==> images/clock_nets.png <==
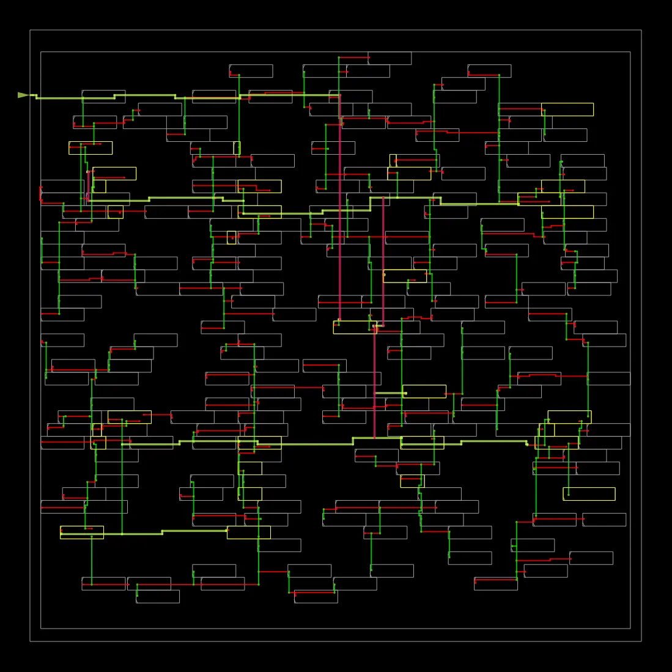
==> images/route_heat.png <==
Scale: 3 px per um. 26 x 26 tiles, from dark purple (low) to yellow (high), scaled to the fullest tile. Values are wire area over tile area, all layers added.
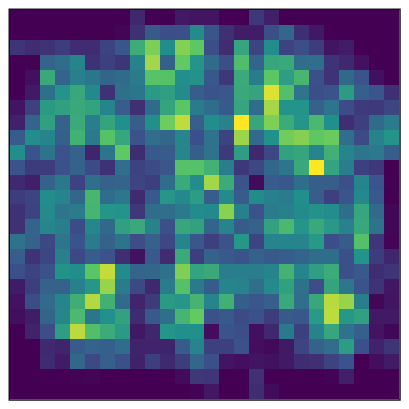
==> images/class_map.png <==
Scale: 4 px per um.
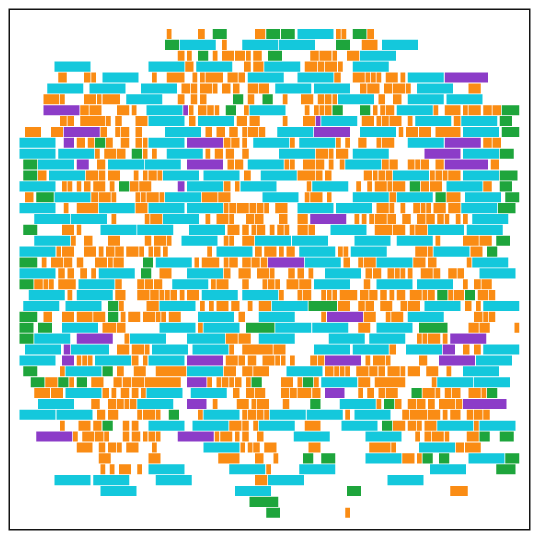
[src/rtl/board_input_conditioner.sv]
// Synchronises and debounces board switches/buttons and builds a stretched system reset.
// Optional long-press detection is enabled by defining BIC_LONG_PRESS_EN.
module board_input_conditioner #(
    parameter int NUM_SW          = 4,
    parameter int NUM_BTN         = 5,
    parameter int SYNC_STAGES     = 2,
    parameter int DEBOUNCE_CYCLES = 65536,
    parameter int RESET_SW_INDEX  = 0,
    parameter int RESET_STRETCH   = 1024,
    parameter int LONG_CYCLES     = 2**24
) (
    input  logic               clk,
    input  logic               reset_n,
    input  logic [NUM_SW-1:0]  switches_raw,
    input  logic [NUM_BTN-1:0] buttons_raw,
    input  logic               pll_locked,
    output logic [NUM_SW-1:0]  switches,
    output logic [NUM_BTN-1:0] buttons,
    output logic [NUM_BTN-1:0] btn_pressed,
    output logic [NUM_BTN-1:0] btn_released,
    output logic [NUM_BTN-1:0] btn_long,
    output logic               sys_reset_n
);

    localparam int NIN = NUM_SW + NUM_BTN;
    localparam int DW  = $clog2(DEBOUNCE_CYCLES);
    localparam int RW  = (RESET_STRETCH > 1) ? $clog2(RESET_STRETCH) : 1;

    localparam logic [DW-1:0] DB_LAST = DW'(DEBOUNCE_CYCLES - 1);
    localparam logic [RW-1:0] RS_PRE  = RW'(RESET_STRETCH - 2);

    typedef enum logic [1:0] {
        HOLD,
        STRETCH,
        RUN
    } rst_state_t;

    logic [NIN:0]   sync_q [SYNC_STAGES];
    logic [NIN:0]   s_all;
    logic           pll_s;
    logic [NIN-1:0] st;
    logic [DW-1:0]  cnt [NIN];
    logic [NUM_BTN-1:0] btn_prev;

    rst_state_t state_q, state_d;
    logic [RW-1:0] rcnt_q, rcnt_d;
    logic          sysrst_q, sysrst_d;
    logic          cond;

    // pll_locked rides in the top bit of the synchroniser bundle
    always_ff @(posedge clk or negedge reset_n) begin
        if (!reset_n) begin
            for (int k = 0; k < SYNC_STAGES; k++) begin
                sync_q[k] <= '0;
            end
        end else begin
            sync_q[0] <= {pll_locked, buttons_raw, switches_raw};
            for (int k = 1; k < SYNC_STAGES; k++) begin
                sync_q[k] <= sync_q[k-1];
            end
        end
    end

    assign s_all = sync_q[SYNC_STAGES-1];
    assign pll_s = s_all[NIN];

    always_ff @(posedge clk or negedge reset_n) begin
        if (!reset_n) begin
            st <= '0;
            for (int i = 0; i < NIN; i++) begin
                cnt[i] <= '0;
            end
        end else begin
            for (int i = 0; i < NIN; i++) begin
                if (s_all[i] == st[i]) begin
                    cnt[i] <= '0;
                end else if (cnt[i] == DB_LAST) begin
                    st[i]  <= s_all[i];
                    cnt[i] <= '0;
                end else begin
                    cnt[i] <= cnt[i] + 1'b1;
                end
            end
        end
    end

    assign switches = st[NUM_SW-1:0];
    assign buttons  = st[NIN-1:NUM_SW];

    always_ff @(posedge clk or negedge reset_n) begin
        if (!reset_n) begin
            btn_prev <= '0;
        end else begin
            btn_prev <= buttons;
        end
    end

    assign btn_pressed  = buttons & ~btn_prev;
    assign btn_released = ~buttons & btn_prev;

    assign cond = ~switches[RESET_SW_INDEX] | ~pll_s;

    always_ff @(posedge clk or negedge reset_n) begin
        if (!reset_n) begin
            state_q  <= HOLD;
            rcnt_q   <= '0;
            sysrst_q <= 1'b0;
        end else begin
            state_q  <= state_d;
            rcnt_q   <= rcnt_d;
            sysrst_q <= sysrst_d;
        end
    end

    // Entering STRETCH counts as count 0, so release lands RESET_STRETCH edges after clear
    always_comb begin
        state_d  = state_q;
        rcnt_d   = rcnt_q;
        sysrst_d = sysrst_q;
        unique case (state_q)
            HOLD: begin
                rcnt_d   = '0;
                sysrst_d = 1'b0;
                if (!cond) begin
                    if (RESET_STRETCH == 1) begin
                        state_d  = RUN;
                        sysrst_d = 1'b1;
                    end else begin
                        state_d = STRETCH;
                    end
                end
            end
            STRETCH: begin
                if (cond) begin
                    state_d  = HOLD;
                    rcnt_d   = '0;
                    sysrst_d = 1'b0;
                end else begin
                    rcnt_d = rcnt_q + 1'b1;
                    if (rcnt_q == RS_PRE) begin
                        state_d  = RUN;
                        sysrst_d = 1'b1;
                    end
                end
            end
            RUN: begin
                if (cond) begin
                    state_d  = HOLD;
                    rcnt_d   = '0;
                    sysrst_d = 1'b0;
                end
            end
            default: begin
                state_d  = HOLD;
                rcnt_d   = '0;
                sysrst_d = 1'b0;
            end
        endcase
    end

    assign sys_reset_n = sysrst_q;

`ifdef BIC_LONG_PRESS_EN
    localparam int LW = $clog2(LONG_CYCLES + 1);
    localparam logic [LW-1:0] LONG_MAX = LW'(LONG_CYCLES);
    localparam logic [LW-1:0] LONG_PRE = LW'(LONG_CYCLES - 1);

    logic [LW-1:0]      hcnt [NUM_BTN];
    logic [NUM_BTN-1:0] long_q;

    // Hold counter saturates at LONG_CYCLES so the pulse fires once per press
    always_ff @(posedge clk or negedge reset_n) begin
        if (!reset_n) begin
            long_q <= '0;
            for (int i = 0; i < NUM_BTN; i++) begin
                hcnt[i] <= '0;
            end
        end else begin
            for (int i = 0; i < NUM_BTN; i++) begin
                long_q[i] <= buttons[i] && (hcnt[i] == LONG_PRE);
                if (!buttons[i]) begin
                    hcnt[i] <= '0;
                end else if (hcnt[i] != LONG_MAX) begin
                    hcnt[i] <= hcnt[i] + 1'b1;
                end
            end
        end
    end

    assign btn_long = long_q;
`else
    assign btn_long = '0;
`endif

endmodule

[config.mk]
export PLATFORM = sky130hd
export DESIGN_NAME = board_input_conditioner
export DESIGN_NICKNAME = d
export VERILOG_FILES = /design/src/rtl/board_input_conditioner.sv
export SDC_FILE = /design/constraint.sdc
export NUM_CORES = 1
export LEC_CHECK = 0
export CAP_MARGIN = 5
export CORE_MARGIN = 2
export CORE_UTILIZATION = 55
export CTS_CLUSTER_SIZE = 16
export DETAILED_ROUTE_END_ITERATION = 8
export PLACE_DENSITY = 0.8
export REMOVE_ABC_BUFFERS = 1
export SLEW_MARGIN = 10
export SYNTH_ARGS = -nofsm -noshare
export SYNTH_HDL_FRONTEND = slang
export SYNTH_SLANG_ARGS = --single-unit
[constraint.sdc]
create_clock -name clk -period 2.08 [get_ports clk]
set_clock_uncertainty 0.2 [all_clocks]
set_input_delay 0.208 -clock clk [delete_from_list [all_inputs] [get_ports clk]]
set_output_delay 0.208 -clock clk [all_outputs]
set_load 0.02 [all_outputs]
==> flow_metrics.env <==
# physical design summary
export IMPL_rsz0062_at_grt="yes"
export IMPL_track_usage_pct=19.72
export IMPL_clkbuf_count=22
export IMPL_endpoint_kind="register"
export IMPL_yosys_area_top_type="dfrtp_1"
export IMPL_ant_nets=0
export IMPL_r2r_cells=5
export IMPL_cts_root_buf="clkbuf_16"
export IMPL_startpoint="cnt[112]"
export IMPL_cts_buffers=17
export IMPL_crit_cells=5
export IMPL_grt_pass1_wl_um=26880
export IMPL_ys_seq_share_pct=54.94
export IMPL_antenna_found_initial=0
export IMPL_post_dp_cell_area_mm2=0.009503
export IMPL_nNonClkBuffers=72
export IMPL_edf_count=0
export IMPL_crit_family="simple AND/OR/NAND/NOR gates"
export IMPL_drt_first_iter_violations=341
export IMPL_grt_pass1_vias=6018
export IMPL_pre_cts_slack_ns=0.03964
export IMPL_whs_ns=0.02242
export IMPL_comb_share_pct=36.93
export IMPL_synth_adder_area_share_pct=1.582
export IMPL_insertion_delay_ns=0.43
export IMPL_r2r_end="cnt[126]"
export IMPL_ys_flops=191
export IMPL_yosys_area_share_aoi_pct=3.811
export IMPL_r2r_slack_ns=0.07
export IMPL_clkTransAtPathRegs_ns=0.06
export IMPL_yosys_mux_area_fraction_pct=1.294
export IMPL_cp_buffers_inverters=0
export IMPL_routed_wire_length_per_instance_um=13.37
export IMPL_status="complete, no violations"
export IMPL_vdd_drop_max_mv=0.6008
export IMPL_yosysChipArea_mm2=0.008700
export IMPL_vias=6142
export IMPL_r2r_start="cnt[112]"
export IMPL_layout_nonclk_buf_share_pct=6.775
export IMPL_cp_arrival_ns=2.16
Back to the opening pictures, clock_nets.png:
sequential cells: 191
clock network power: 0.00331 W
Clock Sinks: 191

Back to the opening pictures, route_heat.png:
fullest tile: 0.45
nearly empty tiles: 15%
tiles over half the peak: 20%
mean over tiles: 0.14

Back to the opening pictures, class_map.png:
[remaining logic cells] orange | cells: 641
[registers] cyan | cells: 191
[remaining buffers and delay cells] green | cells: 72
[clock drivers and dummy loads] purple | cells: 31

[Yosys cell counts, drive strengths merged, types with 12 or more instances]
cell type,n
dfrtp,191
nor2,146
xnor2,84
nand3,63
nand2,46
xor2,39
nand4,33
nor3,32
inv,31
nor4,26
o21ai,19
a21oi,13
and3,13
buf,12
[power groups by stage]
stage	Combinational [W]	Clock, W	Sequential (W)
floorplan	0.000120	0	0.00389
global placement	0.000275	0	0.00390
detailed placement	0.000284	0	0.00391
CTS	0.000292	0.00338	0.00384
global route	0.000338	0.00356	0.00385
finish	0.000291	0.00331	0.00384
[sequential cells by signal, indices dropped and copies added, names as in the netlist]
signal / flops
state_q: 2
sync_q: 10
cnt: 144
rcnt_q: 10
btn_prev: 5
sys_reset_n: 1
s_all: 10
st: 9
Power is estimated from default activity; no workload was simulated.
